==> src/rtl/receiver_uart_pkg.sv <==
// Shared types for the 8N1 UART receiver.
package receiver_uart_pkg;

    typedef enum logic [1:0] {
        UART_RX_IDLE  = 2'd0,
        UART_RX_START = 2'd1,
        UART_RX_DATA  = 2'd2,
        UART_RX_STOP  = 2'd3
    } rx_state_e;

endpackage

==> src/rtl/fifo_sync.sv <==
// First-word-fall-through synchronous FIFO with wrap-bit pointers.
module fifo_sync #(
    parameter int WIDTH = 8,
    parameter int DEPTH = 4,
    localparam int AW = $clog2(DEPTH),
    localparam int CW = $clog2(DEPTH + 1)
) (
    input  logic             i_clk,
    input  logic             i_rst,
    input  logic             i_push,
    input  logic             i_pop,
    input  logic [WIDTH-1:0] i_din,
    output logic [WIDTH-1:0] o_dout,
    output logic             o_empty,
    output logic             o_full,
    output logic [CW-1:0]    o_count
);

    logic [WIDTH-1:0] mem_q [DEPTH];
    logic [AW:0]      wr_q, wr_d;
    logic [AW:0]      rd_q, rd_d;
    logic             do_push;
    logic             do_pop;

    assign o_count = CW'(wr_q - rd_q);
    assign o_empty = (wr_q == rd_q);
    assign o_full  = (o_count == CW'(DEPTH));
    assign o_dout  = o_empty ? '0 : mem_q[rd_q[AW-1:0]];

    // A full FIFO still accepts a push when the head leaves in the same cycle.
    assign do_push = i_push && (!o_full || i_pop);
    assign do_pop  = i_pop && !o_empty;
    assign wr_d    = do_push ? wr_q + 1'b1 : wr_q;
    assign rd_d    = do_pop ? rd_q + 1'b1 : rd_q;

    always_ff @(posedge i_clk) begin
        if (i_rst) begin
            wr_q <= '0;
            rd_q <= '0;
        end else begin
            wr_q <= wr_d;
            rd_q <= rd_d;
        end
    end

    always_ff @(posedge i_clk) begin
        if (do_push) begin
            mem_q[wr_q[AW-1:0]] <= i_din;
        end
    end

endmodule

==> src/rtl/receiver_uart.sv <==
// 8N1 UART receiver: RX synchronizer, mid-bit sampling FSM,
// receive FIFO and sticky overrun / framing error flags.
module receiver_uart
    import receiver_uart_pkg::*;
#(
    parameter int clk_freq_hz = 12000000,
    parameter int baud_rate   = 115200,
    parameter int fifo_depth  = 4,
    localparam int CW = $clog2(fifo_depth + 1)
) (
    input  logic          i_clk,
    input  logic          i_rst,
    input  logic          i_uart_rx,
    input  logic          i_pop,
    input  logic          i_clr_err,
    output logic [7:0]    o_data,
    output logic          o_valid,
    output logic [CW-1:0] o_count,
    output logic          o_overrun,
    output logic          o_frame_err
);

    localparam int CPB   = clk_freq_hz / baud_rate;
    localparam int HALF  = CPB / 2;
    localparam int CNT_W = $clog2(CPB);

    logic             sync_q;
    logic             rx_s_q;
    rx_state_e        state_q;
    logic [CNT_W-1:0] cnt_q;
    logic [2:0]       bit_q;
    logic [7:0]       shift_q;
    logic             overrun_q, overrun_d;
    logic             frame_err_q, frame_err_d;
    logic             stop_tick;
    logic             push;
    logic             ferr_set;
    logic             ovr_set;
    logic             fifo_empty;
    logic             fifo_full;

    assign stop_tick = (state_q == UART_RX_STOP) && (cnt_q == CNT_W'(CPB - 1));
    assign push      = stop_tick && rx_s_q;
    assign ferr_set  = stop_tick && !rx_s_q;
    assign ovr_set   = push && fifo_full && !i_pop;

    // A new error event takes priority over a simultaneous clear.
    assign overrun_d   = ovr_set || (overrun_q && !i_clr_err);
    assign frame_err_d = ferr_set || (frame_err_q && !i_clr_err);

    always_ff @(posedge i_clk) begin
        if (i_rst) begin
            sync_q <= 1'b1;
            rx_s_q <= 1'b1;
        end else begin
            sync_q <= i_uart_rx;
            rx_s_q <= sync_q;
        end
    end

    always_ff @(posedge i_clk) begin
        if (i_rst) begin
            state_q     <= UART_RX_IDLE;
            cnt_q       <= '0;
            bit_q       <= '0;
            shift_q     <= '0;
            overrun_q   <= 1'b0;
            frame_err_q <= 1'b0;
        end else begin
            overrun_q   <= overrun_d;
            frame_err_q <= frame_err_d;
            unique case (state_q)
                UART_RX_IDLE: begin
                    if (!rx_s_q) begin
                        state_q <= UART_RX_START;
                        cnt_q   <= '0;
                    end
                end
                UART_RX_START: begin
                    if (cnt_q == CNT_W'(HALF - 1)) begin
                        cnt_q   <= '0;
                        bit_q   <= '0;
                        state_q <= rx_s_q ? UART_RX_IDLE : UART_RX_DATA;
                    end else begin
                        cnt_q <= cnt_q + 1'b1;
                    end
                end
                UART_RX_DATA: begin
                    if (cnt_q == CNT_W'(CPB - 1)) begin
                        cnt_q   <= '0;
                        shift_q <= {rx_s_q, shift_q[7:1]};
                        bit_q   <= bit_q + 1'b1;
                        if (bit_q == 3'd7) begin
                            state_q <= UART_RX_STOP;
                        end
                    end else begin
                        cnt_q <= cnt_q + 1'b1;
                    end
                end
                UART_RX_STOP: begin
                    if (stop_tick) begin
                        cnt_q   <= '0;
                        state_q <= UART_RX_IDLE;
                    end else begin
                        cnt_q <= cnt_q + 1'b1;
                    end
                end
                default: state_q <= UART_RX_IDLE;
            endcase
        end
    end

    fifo_sync #(
        .WIDTH (8),
        .DEPTH (fifo_depth)
    ) u_fifo (
        .i_clk   (i_clk),
        .i_rst   (i_rst),
        .i_push  (push),
        .i_pop   (i_pop),
        .i_din   (shift_q),
        .o_dout  (o_data),
        .o_empty (fifo_empty),
        .o_full  (fifo_full),
        .o_count (o_count)
    );

    assign o_valid     = !fifo_empty;
    assign o_overrun   = overrun_q;
    assign o_frame_err = frame_err_q;

endmodule

==> config.mk <==
export PLATFORM = sky130hd
export DESIGN_NAME = receiver_uart
export DESIGN_NICKNAME = d
export VERILOG_FILES = /design/src/rtl/receiver_uart_pkg.sv /design/src/rtl/fifo_sync.sv /design/src/rtl/receiver_uart.sv
export SDC_FILE = /design/constraint.sdc
export NUM_CORES = 1
export LEC_CHECK = 0
export CAP_MARGIN = 40
export CORE_MARGIN = 5
export CORE_UTILIZATION = 53
export DETAILED_ROUTE_END_ITERATION = 8
export PLACE_DENSITY_LB_ADDON = 0.25
export RECOVER_POWER = 100
export SETUP_SLACK_MARGIN = 0.1
export SYNTH_ARGS = -nofsm -noshare
export SYNTH_HDL_FRONTEND = slang
export SYNTH_SLANG_ARGS = --single-unit
==> constraint.sdc <==
create_clock -name i_clk -period 3.7 [get_ports i_clk]
set_input_delay 0.74 -clock i_clk [delete_from_list [all_inputs] [get_ports i_clk]]
set_output_delay 0.74 -clock i_clk [all_outputs]
set_load 0.005 [all_outputs]
metal_stack.png
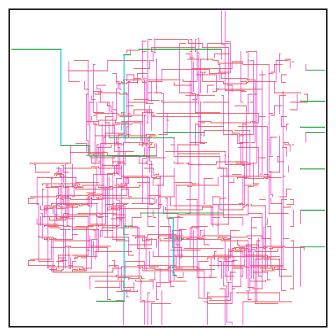
colour	layer	wire length
red	met1	2130 µm
cyan	met4	81.6 µm
green	met3	168 µm
magenta	met2	2320 µm

final_placement.png
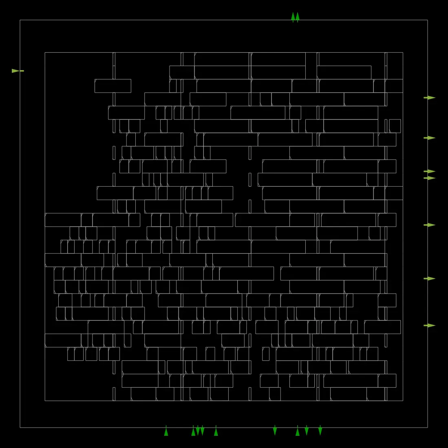
Seq area share: 0.499
tap cells: 70
fill cell count: 430

pins.png
Pins as bars across the die edge, other pins in grey.
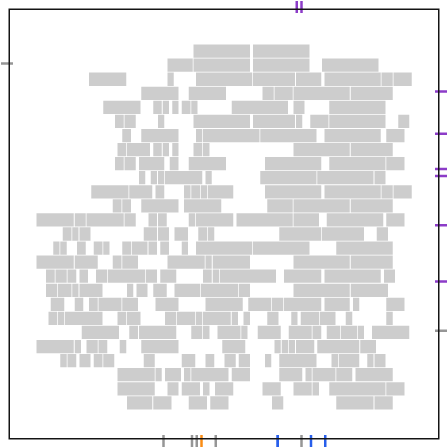
colour	port	pins	direction	edge
blue	o_count	3	output	bottom
orange	o_overrun	1	output	bottom
purple	o_data	8	output	6 right, 2 top
all pins by edge	9 bottom, 7 right, 2 top, 1 left
Die H: 82.8 µm
I/O Buffers: 18
die width: 82.8 µm

clock_map.png
The bar under the picture is 20 µm long.
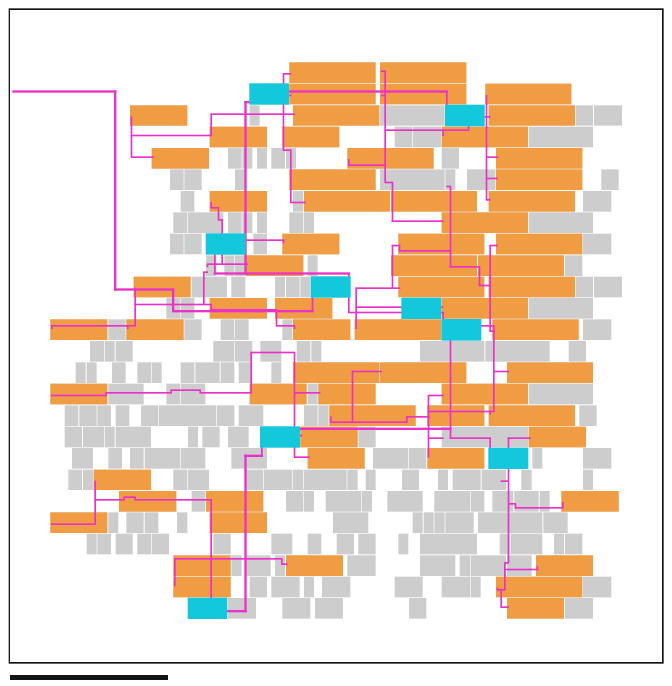
[magenta] clock wires | length: 707 µm
[cyan] cells driving clock nets | count: 9
[orange] flip-flops | count: 64
routed clock nets	10
Clk pwr share: 0.421
Insertion Delay late pin: 0.33 ns
Setup Skew: 0.00526 ns

cell_classes.png
Fill, decap, tap and diode cells in grey.
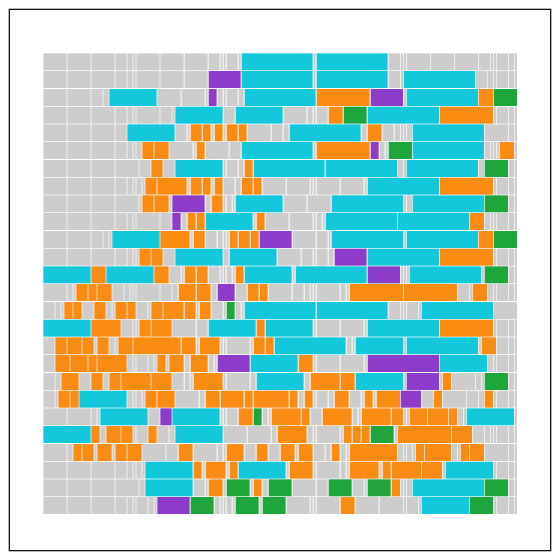
colour	class	cells
orange	all other logic	160
cyan	flip-flops	64
green	other buffers and delay cells	20
purple	clock drivers and dummy loads	16

-- critical path, stage by stage (launching register included) --
cell and delay (ns):
dfxtp_1 0.38, inv_1 0.11, ha_1 0.30, nand2_1 0.09
nor2_1 0.50, nor2b_1 0.09, dlygate4sd3_1 0.61
-- worst max path at each step --
stage,start,to,slack [ns],cells past startpoint
2_1_floorplan,u_fifo.wr_q[0],u_fifo.mem_q[0][0],1.42,7
3_3_place_gp,u_fifo.wr_q[0],o_data[5],1.08,6
3_5_place_dp,u_fifo.wr_q[0],o_data[5],1.01,6
4_1_cts,u_fifo.wr_q[0],o_valid,0.62,6
5_1_grt,u_fifo.wr_q[0],o_valid,0.40,6
6_report,u_fifo.wr_q[0],o_data[5],0.55,6
==> changes_impl.md <==
### Changed

* Top non-seq family: simple AND/OR/NAND/NOR gates
* Synth Net Count at about 250
* Met1 Use GR at 0.184
* Non-clock buffering overhead at 0.0585
* Fin. Hold Viols at 0
* H-tree levels at 3
* # Cells Yosys at 232
* DRT met1 WL at between 2 and 2.5 mm
* Area growth syn-to-layout at 14.5%
* Power per cell area at a little over 400 nW/µm²
* Place WS at ~1 ns
* Hold Buf Count CTS at 0
* Util after Layout at 0.625
* R2R setup slack at 0.65 ns
* Status: finished clean
* Worst min path class: reg2reg
* Final Setup Violations at 0
* Post-route cell area at approximately 3200 µm²
* Most numerous logic cells after layout: 32 x dfxtp_1, 32 x edfxtp_1, 26 x nand2_1
* Non-clock buffers at 20
* Reg-to-reg endpoint: u_fifo.mem_q[0][6]
* Sw frac at 0.201
* Total power at between 1 and 1.5 mW
* Worst slew pin tran at roughly 1.0 ns
* Relative slew slack at 0.305
* Netlist cell types at 43
* Hpwl dp at approximately 3.2 mm
* Clk tree area frac at 0.0581
* WHS at between 0.4 and 0.5 ns
* Worst VDD drop at roughly 210 µV
* Vias in the first global route at between 1500 and 2000
* Area leader, netlist: edfxtp_1
* Final period util at 0.851
* Met3 routed WL at roughly 170 µm
* Worst Hold End: rx_s_q
* Critical Path End Type: output port
* Yosys simple share at 0.172
* Clk slew on worst S/H paths at roughly 0.06 ns
* Seq power at ~740 µW
* Max reg flops at 32
* Yosys reg bits at approximately 64
* Number of enable flip-flop cells at 32
* Top_reg_cell synth: edfxtp_1
* Synthesized cell area at 2810 µm²
* Worst reg2reg path startpoint: u_fifo.wr_q[0]
* Hold_sp: sync_q
* Async set-reset flop share out of synthesis at 0
* Crit Path Class: reg2out
* XORs/XNORs by Area at 0.0205
* Fraction of area in multi-input gates at 0.347
* Synth top area share at 0.343
* RSZ-0062 raised after global routing: no
* Arr. time, crit path at 2.41 ns
* Fp_density at 0.546
* 1st-pass router iterations at 4
* Final WS setup at about 0.55 ns
* Synth Seq Share at 0.571
* Die area at 6850 µm²
* Met3 Use GR at 0.0597
* Commonest cells in the netlist: 32 x dfxtp_1, 32 x edfxtp_1, 26 x nand2_1, 22 x a21oi_1, 12 x nor2_1
* Largest cell class: registers
* Tool Warnings at 30
* Combinational gate count at 151
* Initial antenna violation count at 0
* Top Usage Layer GRT: met2
* Hold Path Cell Cnt at 1
* GPL Wtd Cong at between 0.7 and 0.8
* MUX share of area at 0.0821
* Ratio of cells with drive above 1 in the final layout at 0.108
* Req. time, crit path at just under 3 ns
Power is estimated from default activity; no workload was simulated.
